## src/rtl/fetch_queue.sv

```systemverilog
// fetch_queue: pipelined instruction fetch with a DEPTH-entry prefetch FIFO and redirect flush
module fetch_queue #(
  parameter int XLEN = 32,
  parameter int DEPTH = 4,
  parameter logic [XLEN-1:0] RESET_PC = '0
) (
  input  logic            clk,
  input  logic            reset_n,
  input  logic            redirect_i,
  input  logic [XLEN-1:0] redirect_pc_i,
  input  logic            stall_i,
  output logic            imem_req_valid_o,
  input  logic            imem_req_ready_i,
  output logic [XLEN-1:0] imem_req_addr_o,
  input  logic            imem_rsp_valid_i,
  input  logic [XLEN-1:0] imem_rsp_data_i,
  output logic            instr_valid_o,
  output logic [XLEN-1:0] instr_o,
  output logic [XLEN-1:0] pc_o
);
  localparam int CW = $clog2(DEPTH + 1);
  localparam int PW = $clog2(DEPTH);
  logic [XLEN-1:0] instr_mem [DEPTH];
  logic [XLEN-1:0] pc_mem [DEPTH];
  logic [XLEN-1:0] fetch_pc_q, fetch_pc_d, rsp_pc_q, rsp_pc_d, instr_q, instr_d, pc_q, pc_d, tgt;
  logic [CW-1:0] count_q, count_d, inflight_q, inflight_d, drop_q, drop_d;
  logic [PW-1:0] wr_q, wr_d, rd_q, rd_d, head;
  logic acc, push, pop, from_rsp;
  assign instr_valid_o = count_q != '0;
  assign imem_req_addr_o = fetch_pc_q;
  assign instr_o = instr_q;
  assign pc_o = pc_q;
  // every issued request reserves a FIFO slot, so pushes are never refused
  always_comb begin
    tgt = redirect_pc_i & ~XLEN'(3);
    imem_req_valid_o = reset_n && !redirect_i && ({1'b0, count_q} + {1'b0, inflight_q} < (CW+1)'(DEPTH));
    acc = imem_req_valid_o && imem_req_ready_i;
    push = imem_rsp_valid_i && drop_q == '0 && !redirect_i;
    pop = instr_valid_o && !stall_i && !redirect_i;
    count_d = redirect_i ? '0 : count_q + CW'(push) - CW'(pop);
    inflight_d = inflight_q + CW'(acc) - CW'(imem_rsp_valid_i);
    drop_d = redirect_i ? inflight_q - CW'(imem_rsp_valid_i) : drop_q - CW'(imem_rsp_valid_i && drop_q != '0);
    fetch_pc_d = redirect_i ? tgt : acc ? fetch_pc_q + XLEN'(4) : fetch_pc_q;
    rsp_pc_d = redirect_i ? tgt : push ? rsp_pc_q + XLEN'(4) : rsp_pc_q;
    wr_d = wr_q + PW'(push);
    rd_d = redirect_i ? wr_q : rd_q + PW'(pop);
    head = pop ? rd_q + PW'(1) : rd_q;
    // the next head is the incoming response when the FIFO is, or is about to become, empty
    from_rsp = count_q == '0 || (pop && count_q == CW'(1));
    instr_d = count_d == '0 ? instr_q : from_rsp ? imem_rsp_data_i : instr_mem[head];
    pc_d = count_d == '0 ? pc_q : from_rsp ? rsp_pc_q : pc_mem[head];
  end
  always_ff @(posedge clk) begin
    if (push) begin
      instr_mem[wr_q] <= imem_rsp_data_i;
      pc_mem[wr_q] <= rsp_pc_q;
    end
  end
  always_ff @(posedge clk or negedge reset_n) begin
    if (!reset_n) begin
      fetch_pc_q <= RESET_PC;
      rsp_pc_q <= RESET_PC;
      count_q <= '0;
      inflight_q <= '0;
      drop_q <= '0;
      wr_q <= '0;
      rd_q <= '0;
      instr_q <= '0;
      pc_q <= '0;
    end else begin
      fetch_pc_q <= fetch_pc_d;
      rsp_pc_q <= rsp_pc_d;
      count_q <= count_d;
      inflight_q <= inflight_d;
      drop_q <= drop_d;
      wr_q <= wr_d;
      rd_q <= rd_d;
      instr_q <= instr_d;
      pc_q <= pc_d;
    end
  end
endmodule

```

## config.mk

```make
export PLATFORM = sky130hd
export DESIGN_NAME = fetch_queue
export DESIGN_NICKNAME = d
export VERILOG_FILES = /design/src/rtl/fetch_queue.sv
export SDC_FILE = /design/constraint.sdc
export NUM_CORES = 1
export LEC_CHECK = 0
export CELL_PAD_IN_SITES_DETAIL_PLACEMENT = 0
export CELL_PAD_IN_SITES_GLOBAL_PLACEMENT = 2
export CORE_MARGIN = 1.5
export CORE_UTILIZATION = 24
export CTS_CLUSTER_DIAMETER = 80
export DETAILED_ROUTE_END_ITERATION = 6
export PLACE_DENSITY = 0.56
export REMOVE_ABC_BUFFERS = 1
export SLEW_MARGIN = 20
export SYNTH_ARGS = -nofsm -noshare
export SYNTH_HDL_FRONTEND = slang
export SYNTH_SLANG_ARGS = --single-unit
export TNS_END_PERCENT = 100
```

## constraint.sdc

```tcl
create_clock -name clk -period 15.4 [get_ports clk]
set_clock_uncertainty 0.15 [all_clocks]
set_input_delay 3.08 -clock clk [delete_from_list [all_inputs] [get_ports clk]]
set_output_delay 3.08 -clock clk [all_outputs]
set_load 0.1 [all_outputs]
```

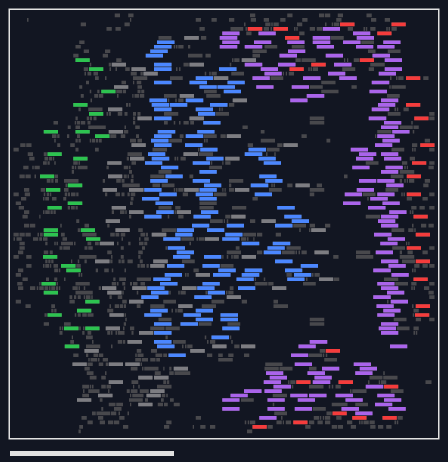
registers.png
Bar = 100 µm.
| color | signal | sequential cells |
|---|---|---|
| blue | pc_mem | 120 |
| green | imem_req_addr_o | 30 |
| purple | instr_mem | 128 |
| red | instr_o | 32 |
not colored: 73

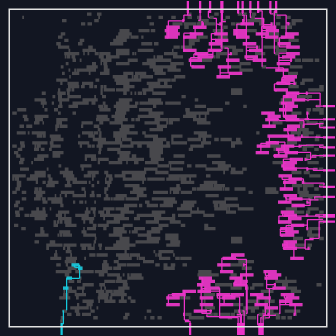
port_nets.png
| color | port | bits | direction | edge | end cells | buffers | wire |
|---|---|---|---|---|---|---|---|
| magenta | imem_rsp_data_i | 32 | input | 12 right, 11 top, 9 bottom | 160 | 32 | 2,180 µm |
| cyan | imem_rsp_valid_i | 1 | input | bottom | 5 | 1 | 70.4 µm |

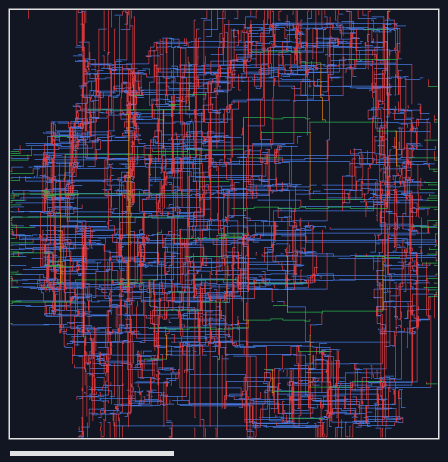
metal_stack.png
Bar = 100 µm.
| color | layer | wire length |
|---|---|---|
| green | met3 | 1,950 µm |
| orange | met4 | 949 µm |
| red | met2 | 20.9 mm |
| blue | met1 | 19,900 µm |

==> results.txt <==
impl run done, here's what came out: status=completed, RSZ-0062 raised after global routing=no, min cycle time layout=8.572 ns, Worst EP required=12.17 ns, Latency at later pin=0.57 ns, distinct lib cells=56, worst hold path class=reg -> reg, Crit Path Max Fanout=35, CP delay by family, top=buffers and inverters, CTS H-Tree Depth=2, total of max-cap violations=0, initial antenna violation count=0, drt wl/cell=20.69 µm, syn avg cell area=15.27 µm², grt ovf=0, NetSw=1.796 mW, NumNets Final=1,295, post-synthesis cell area=0.01590 mm², Tot Pwr=4.372 mW, most frequent cells after synthesis=edfxtp_1 (248), dfrtp_1 (135), nand2_1 (118), nor2_1 (86), CTS buffer count=46, worst hold start=instr_o[11], initial DRC count=562, vias in the first global route=9,961, Non-Filler Instances=2,111, sw frac=41.07%, Initial Utilization=24.22%, Post-Route WL=43.68 mm, GRT Total Usage=12.93%, P_int=2.577 mW, commonest non-fill, non-tap cell in the layout=edfxtp_1, Pwr top=combinational cells, most frequent cells in the layout=edfxtp_1 (248), clkdlybuf4s50_1 (159), dfrtp_1 (135), asr flop ratio synth=35.25%, HPWL Detailed=25.77 mm, Clock Power Share=26.9%, Setup Slack @ Placement=6.747 ns, WS Path Type=in -> out, top cells, area=edfxtp_1 (47%), dfrtp_1 (21%), mux4_2 (8.8%), a221o_1 (3.9%), nand2_1 (2.8%), Slew @ Worst Pin=1.154 ns, die area=0.06779 mm², Die Wd=260.4 µm, reg2reg setup slack=10.29 ns, cts repair resizes=0, Setup TNS=0 ns, diode count=0, Mapped Cells=1,041, clock slew at reported path FFs=0.05 ns, Combinational Power=1.83 mW, first-pass GRT wire length=65.29 mm, Startpoint Class=input port, # IOs=168, Worst slew margin=22.81%, largest reg by FF count=instr_mem, number of enable flip-flop cells=248, crit path from=reset_n, layout cell share with drive strength beyond 1=14.43%, area fraction in mux cells=9.406%, WP data arrival=5.34 ns, fmax=116.7 MHz, final instance area=0.02019 mm², most common cell in the synthesized netlist=edfxtp_1, Compound-Gate Fraction of Synth Area=7.296%, Leak=7.109 nW, max reg flops=128
[routing by layer]
metal | vias up | track usage [%] | wire (µm)
met5 | - | 0 | 0
met4 | 0 | 3.645 | 948
met3 | 60 | 2.593 | 1946
met2 | 224 | 20.99 | 20860
met1 | 4910 | 17.51 | 19920
li1 | 4400 | - | -
[final timing paths]
check	cells past startpoint	endpoint
worst max-delay path	4	imem_req_valid_o
worst min-delay path	1	instr_o[11]
worst max register to register	13	instr_o[5]
worst min register to register	1	instr_o[11]
max in group asynchronous	3	imem_req_addr_o[28]
min in group asynchronous	1	instr_o[9]
[layout make-up]
class	instances	area (µm²)
Multi-Input combinational cell	584	4806
Fill cell	6494	45440
Sequential cell	383	10830
Inverter	15	58.81
Tap cell	864	1081
Clock buffer	63	1319
Timing Repair Buffer	179	1770
Clock inverter	23	331.6
Power is estimated from default activity; no workload was simulated.
